$ cat src/rtl/pulse_req_queue_pkg.sv
// Shared definitions for the pulse request queue: handshake state encoding
// and the default counter width / busy-rise timeout.
package pulse_req_queue_pkg;

    typedef enum logic [1:0] {
        IDLE    = 2'd0,
        ISSUE   = 2'd1,
        WAIT_HI = 2'd2,
        WAIT_LO = 2'd3
    } reqState_t;

    localparam int DEF_CNT_W = 4;
    localparam int DEF_TMO   = 4;

    // Timeout counter width; covers the full 1..255 timeout range.
    localparam int TMO_CNT_W = 8;

endpackage

$ cat src/rtl/pulse_req_queue.sv
// Pulse request queue: counts single-cycle source events and releases them
// one at a time as registered request pulses to a handshake pulse
// synchronizer. Each pulse waits for busy to rise then fall before the next
// one is issued. A busy that never rises is caught by a timeout.
//
// state   | meaning
// --------+---------------------------------------------------------------
// IDLE    | no handshake in flight; issue when pending>0 and busy low
// ISSUE   | request pulse is high for this single cycle
// WAIT_HI | waiting for busy to rise; timeout counter running
// WAIT_LO | busy seen high; waiting for it to fall
module pulse_req_queue
    import pulse_req_queue_pkg::*;
#(
    parameter int CNT_W = DEF_CNT_W,
    parameter int TMO   = DEF_TMO
) (
    input  logic             src_clkA,
    input  logic             rstA,
    input  logic             event_in,
    input  logic             busy,
    input  logic             ovf_clr,
    output logic             sinput,
    output logic [CNT_W-1:0] pending,
    output logic             overflow,
    output logic             tmo_err,
    output logic             idle
);

    localparam logic [CNT_W-1:0]     PEND_MAX = '1;
    // Loaded on the way into WAIT_HI; reaching zero with busy still low
    // marks the TMO-th cycle spent in WAIT_HI.
    localparam logic [TMO_CNT_W-1:0] TMO_LOAD = TMO_CNT_W'(TMO - 1);

    reqState_t             stateQ;
    reqState_t             stateD;
    logic [CNT_W-1:0]      pendQ;
    logic [CNT_W-1:0]      pendD;
    logic [TMO_CNT_W-1:0]  tmoCntQ;
    logic [TMO_CNT_W-1:0]  tmoCntD;
    logic                  sinputQ;
    logic                  ovfQ;
    logic                  ovfD;
    logic                  tmoErrQ;
    logic                  tmoErrD;

    logic                  issueGo;
    logic                  tmoHit;
    logic                  pendFull;
    logic                  incAccept;
    logic                  ovfSet;

    // Next-state decode for the handshake FSM and its timeout down-counter.
    always_comb begin
        stateD  = stateQ;
        tmoCntD = tmoCntQ;
        issueGo = 1'b0;
        tmoHit  = 1'b0;
        case (stateQ)
            IDLE: begin
                if ((pendQ != '0) && !busy) begin
                    issueGo = 1'b1;
                    stateD  = ISSUE;
                end
            end
            ISSUE: begin
                stateD  = WAIT_HI;
                tmoCntD = TMO_LOAD;
            end
            WAIT_HI: begin
                if (busy) begin
                    stateD  = WAIT_LO;
                    tmoCntD = '0;
                end else if (tmoCntQ == '0) begin
                    tmoHit = 1'b1;
                    stateD = IDLE;
                end else begin
                    tmoCntD = tmoCntQ - 1'b1;
                end
            end
            WAIT_LO: begin
                if (!busy) begin
                    stateD = IDLE;
                end
            end
            default: begin
                stateD  = IDLE;
                tmoCntD = '0;
            end
        endcase
    end

    // Saturating up/down pending counter with overflow detection. The
    // decrement (issueGo) only happens with pending>0, so it cannot wrap
    // below zero; an increment into a full counter is accepted only when a
    // decrement frees a slot on the same edge.
    always_comb begin
        pendFull  = (pendQ == PEND_MAX);
        incAccept = event_in && (!pendFull || issueGo);
        ovfSet    = event_in && pendFull && !issueGo;
        pendD     = pendQ;
        case ({incAccept, issueGo})
            2'b10:   pendD = pendQ + 1'b1;
            2'b01:   pendD = pendQ - 1'b1;
            default: pendD = pendQ;
        endcase
        // A new drop outranks a clear arriving in the same cycle.
        if (ovfSet) begin
            ovfD = 1'b1;
        end else if (ovf_clr) begin
            ovfD = 1'b0;
        end else begin
            ovfD = ovfQ;
        end
        tmoErrD = tmoErrQ | tmoHit;
    end

    // State, counters, flags and the registered request pulse.
    always_ff @(posedge src_clkA) begin
        if (rstA) begin
            stateQ  <= IDLE;
            pendQ   <= '0;
            tmoCntQ <= '0;
            sinputQ <= 1'b0;
            ovfQ    <= 1'b0;
            tmoErrQ <= 1'b0;
        end else begin
            stateQ  <= stateD;
            pendQ   <= pendD;
            tmoCntQ <= tmoCntD;
            sinputQ <= (stateD == ISSUE);
            ovfQ    <= ovfD;
            tmoErrQ <= tmoErrD;
        end
    end

    assign sinput   = sinputQ;
    assign pending  = pendQ;
    assign overflow = ovfQ;
    assign tmo_err  = tmoErrQ;
    assign idle     = (stateQ == IDLE) && (pendQ == '0);

endmodule

$ cat config.mk
export PLATFORM = sky130hd
export DESIGN_NAME = pulse_req_queue
export DESIGN_NICKNAME = d
export VERILOG_FILES = /design/src/rtl/pulse_req_queue_pkg.sv /design/src/rtl/pulse_req_queue.sv
export SDC_FILE = /design/constraint.sdc
export NUM_CORES = 1
export LEC_CHECK = 0
export CORE_UTILIZATION = 52
export CTS_CLUSTER_SIZE = 40
export DETAILED_ROUTE_END_ITERATION = 12
export PLACE_DENSITY_LB_ADDON = 0.05
export SETUP_SLACK_MARGIN = 0.02
export SKIP_CTS_REPAIR_TIMING = 1
export SYNTH_ARGS = -nofsm -noshare
export SYNTH_HDL_FRONTEND = slang
export SYNTH_SLANG_ARGS = --single-unit
$ cat constraint.sdc
create_clock -name src_clkA -period 3.1 [get_ports src_clkA]
set_clock_uncertainty 0.1 [all_clocks]
set_input_delay 0.31 -clock src_clkA [delete_from_list [all_inputs] [get_ports src_clkA]]
set_output_delay 0.31 -clock src_clkA [all_outputs]
set_load 0.01 [all_outputs]
==> images/congestion.png <==
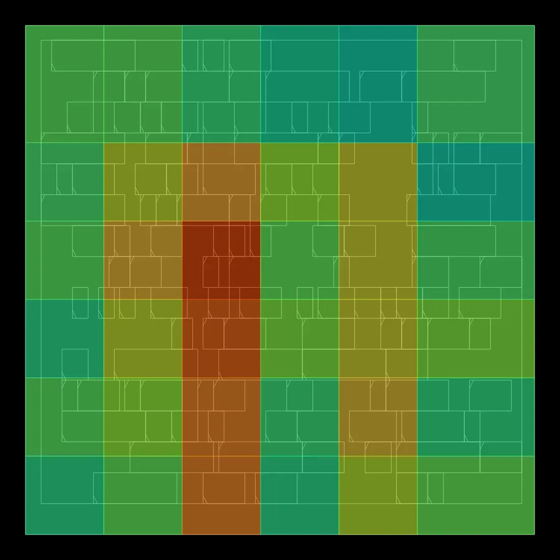
met2 track utilization from global routing: 31.8%
Routed WL per cell: 11.2 um
global routing usage summed across all routing layers: 18.2%

==> images/layer_met1.png <==
The bar under the picture is 10 um long. Cells faint in the background.
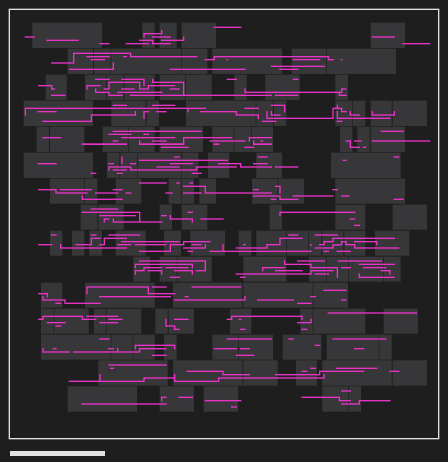
longest straight run: 18.9 um
nets with wire on the layer: 115
share of all routed wire: 47%
routed vias: 800
final wirelength: 1650 um
global routing met1 resource utilization: 21.3%

-- flip-flops by register name, summed over array words and instances (netlist names) --
signal and cells:
overflow 1, pending 4, sinput 1, stateQ 2, tmoCntQ 8, tmo_err 1
-- synth_stat cells, drive strengths merged, types with 3 or more instances --
cell type	instances
dfxtp	17
nor2	12
nand2	9
mux2i	8
nand2b	6
a21oi	5
inv	5
o21ai	5
nor2b	4
buf	3
ha	3
mux2	3
nor3	3
-- per-stage QoR --
stage	util, %	setup slack, ns	power [mW]	hold slack, ns	cell area [um2]
floorplan	-	0.793	0.593	0.350	953
global placement	62.1	0.450	0.679	0.357	1070
detailed placement	62.1	0.402	0.685	0.356	1070
CTS	63.6	0.712	0.801	0.380	1100
global route	63.6	0.557	0.857	0.407	1100
finish	63.6	0.728	0.795	0.377	1100
-- how the worst min path moves through the flow --
| stage | slack [ns] | startpoint | end |
|---|---|---|---|
| finish | 0.38 | tmo_err | tmo_err |
| global route | 0.41 | tmoCntQ[4] | tmoCntQ[4] |
| CTS | 0.38 | tmo_err | tmo_err |
| detailed placement | 0.36 | tmo_err | tmo_err |
| global placement | 0.36 | tmo_err | tmo_err |
| floorplan | 0.35 | busy | stateQ[0] |
-- cell families (layout without fill, tap and decap cells) --
| logic type | count (synthesis) | in the layout | synth area share [%] |
|---|---|---|---|
| buf+inv | 11 | 23 | 6.96 |
| mux | 11 | 11 | 12.7 |
| flops | 17 | 17 | 35.7 |
| xor+xnor | 1 | 1 | 0.919 |
| fa+ha+maj | 3 | 3 | 3.94 |
| simple gates | 48 | 48 | 26.6 |
| compound gates | 19 | 19 | 13.1 |
-- worst min-delay path: stages (launching register included) --
cell	delay [ns]
sky130_fd_sc_hd__dfxtp_1	0.34
sky130_fd_sc_hd__a21oi_1	0.04
sky130_fd_sc_hd__nor2_1	0.07
-- area by class of cell --
class	count	share of cell area, %
clock buffers	4	2.39
multi-input cells	82	49.8
repair buffers	14	12.3
flip-flops and latches	17	31.0
inverters	5	1.71
well taps	25	2.85
-- layer usage --
| metal | track usage [%] | vias up | share of wire [%] |
|---|---|---|---|
| met5 | 0 | - | 0 |
| met4 | 10.9 | 0 | 2.2 |
| li1 | - | 410 | - |
| met1 | 21.3 | 368 | 47 |
| met2 | 31.8 | 17 | 48 |
| met3 | 2.40 | 5 | 2.8 |
-- power by group through the flow --
| stage | sequential, mW | combinational [mW] | clock [mW] |
|---|---|---|---|
| 5_1_grt | 0.337 | 0.390 | 0.129 |
| 6_report | 0.328 | 0.350 | 0.117 |
| 3_5_place_dp | 0.333 | 0.352 | 0 |
| 3_3_place_gp | 0.332 | 0.347 | 0 |
| 2_1_floorplan | 0.322 | 0.271 | 0 |
| 4_1_cts | 0.328 | 0.354 | 0.119 |
==> flow_summary.toml <==
# generated from flow reports
[status]
result_of_the_run = "completed"

[drt]
drt_pass1_iterations = 4
drtIter0Drc = 10
ant_nets = 0
drc_errors = 0
detailed_route_vias_per_instance = 5.44

[power_and_ir_drop]
power_density_mw_per_mm2 = 723
switchingPower_mw = 0.288
ir_worst_vdd_mv = 0.373
seq_power_share_pct = 41.3
clock_power_share_pct = 14.7
sw_frac_of_total_pct = 36.2
p_int_mw = 0.507
p_comb_share_pct = 44.0
p_leak_nw = 0.481

[timing]
post-route-period-util_pct = 76.5
timing.setup.tns_ns = 0
unrepaired_setup_endpoints_after_global_routing = "no"
achievable-frequency_ghz = 0.422
finalWorstPathRequiredPeriod_ns = 2.37
tightest_slew_ns = 0.599
finalSetupViolCount = 0
slew-limit-headroom_pct = 60.0
hold_viol = 0
finalMaxSlewViolations = 0

[worst_setup_path]
cp-start-kind = "input port"
r2r_setup_slack_ns = 0.83
path_buffers = 1
critical-path-max-stage-delay_ns = 0.58
crit-reg2reg-launch = "pending[1]"
timing.setup.critical_path_class = "in -> reg"
arrival_ns = 2.46
critPathTopFamily = "simple AND/OR/NAND/NOR gates"
worst_r2r_endpoint = "pending[2]"
crit_slowest_cell = "sky130_fd_sc_hd__or4_1"
timing.reg2reg.worst_path_depth = 8
timing.critical_path.from = "busy"
required_ns = 3.19
worst-path-stages = 8
worstSetupEndpoint = "pending[2]"
critical_path.cell_chain = "clkdlybuf4s50_1 > or4_1 > nor2_1 > xor2_1 > ha_1 > and3_1 > mux2i_1 > mux2_2"
worstSetupEndpointType = "register"
crit_path_max_fanout = 8

[global_route]
grt_overflow_total = 0
first_global_vias = 662
grt_start_max_net_pins = 15
global_route_wire_length_before_repair_um = 2670
grt_antenna_before_repair = 0

[yosys]
synth_flop_count = 17
post-synth-top-area-cell = "sky130_fd_sc_hd__dfxtp_1"
synth-seq-area-share_pct = 35.7
yosysCellCount = 110
ys_dominant_reg_cell = "sky130_fd_sc_hd__dfxtp_1"
postSynthAreaPerCell_um2 = 8.67
syn-num-nets = 118
ffs_w_async_s_r_synth_pct = 0
netlist.area_leader.share_pct = 35.7
ys_warnings = 0
yosysUniqueCellTypes = 37
area_leaders = "sky130_fd_sc_hd__dfxtp_1, sky130_fd_sc_hd__mux2i_1, sky130_fd_sc_hd__nor2_1"
edf_count = 0
syn_inst = 110
mappedNetlistArea_um2 = 953
yosys-stat-area_um2 = 953

[clock_tree]
clockRootBuffer = "sky130_fd_sc_hd__clkbuf_4"
clk_path_buf_depth = 2
clk_pin_slew_worst_setup_hold_paths_ns = 0.09
tritoncts = "done"
htreeDepth = 1
clk-insertion-delay-late_ns = 0.29
clock-sinks = 17
number_of_buffers_added_by_the_clock_tree_synthesis_step = 3

[finish]
syn_to_final_growth_pct = 15.2
combined_flip_flop_and_latch_cell_area_um2 = 340
layout_cells_sized_above_1_pct = 7.38
finish.net_count = 131
mi_logic_area_um2 = 547
antenna_cells = 0
mostFrequentLayoutCells = "sky130_fd_sc_hd__dfxtp_1, sky130_fd_sc_hd__nor2_1, sky130_fd_sc_hd__clkdlybuf4s50_1"
layout_top_cell_excl_fill_tap = "sky130_fd_sc_hd__dfxtp_1"
fillers = 156
post_layout_nonfiller_instances = 147

[run]
max_cap_violations = 0
stage_log_warnings = 27

[floorplanning]
floorplan.rows = 15
fp.coreArea_mm2 = 0.00173
die_height_um = 44.8
dieWidth_um = 44.8
die_area_mm2 = 0.00201
fp_util_pct = 55.2
io-pin-count = 13

[placed_design]
detailedPlacementHpwl_um = 1250
port-buffer-count = 12
post_place_cells = 143
gpl.final_weighted_congestion = 0.810

[worst_hold_path]
min_path_type = "reg -> reg"
number_of_cells_on_the_worst_hold_path = 2
Power is estimated from default activity; no workload was simulated.
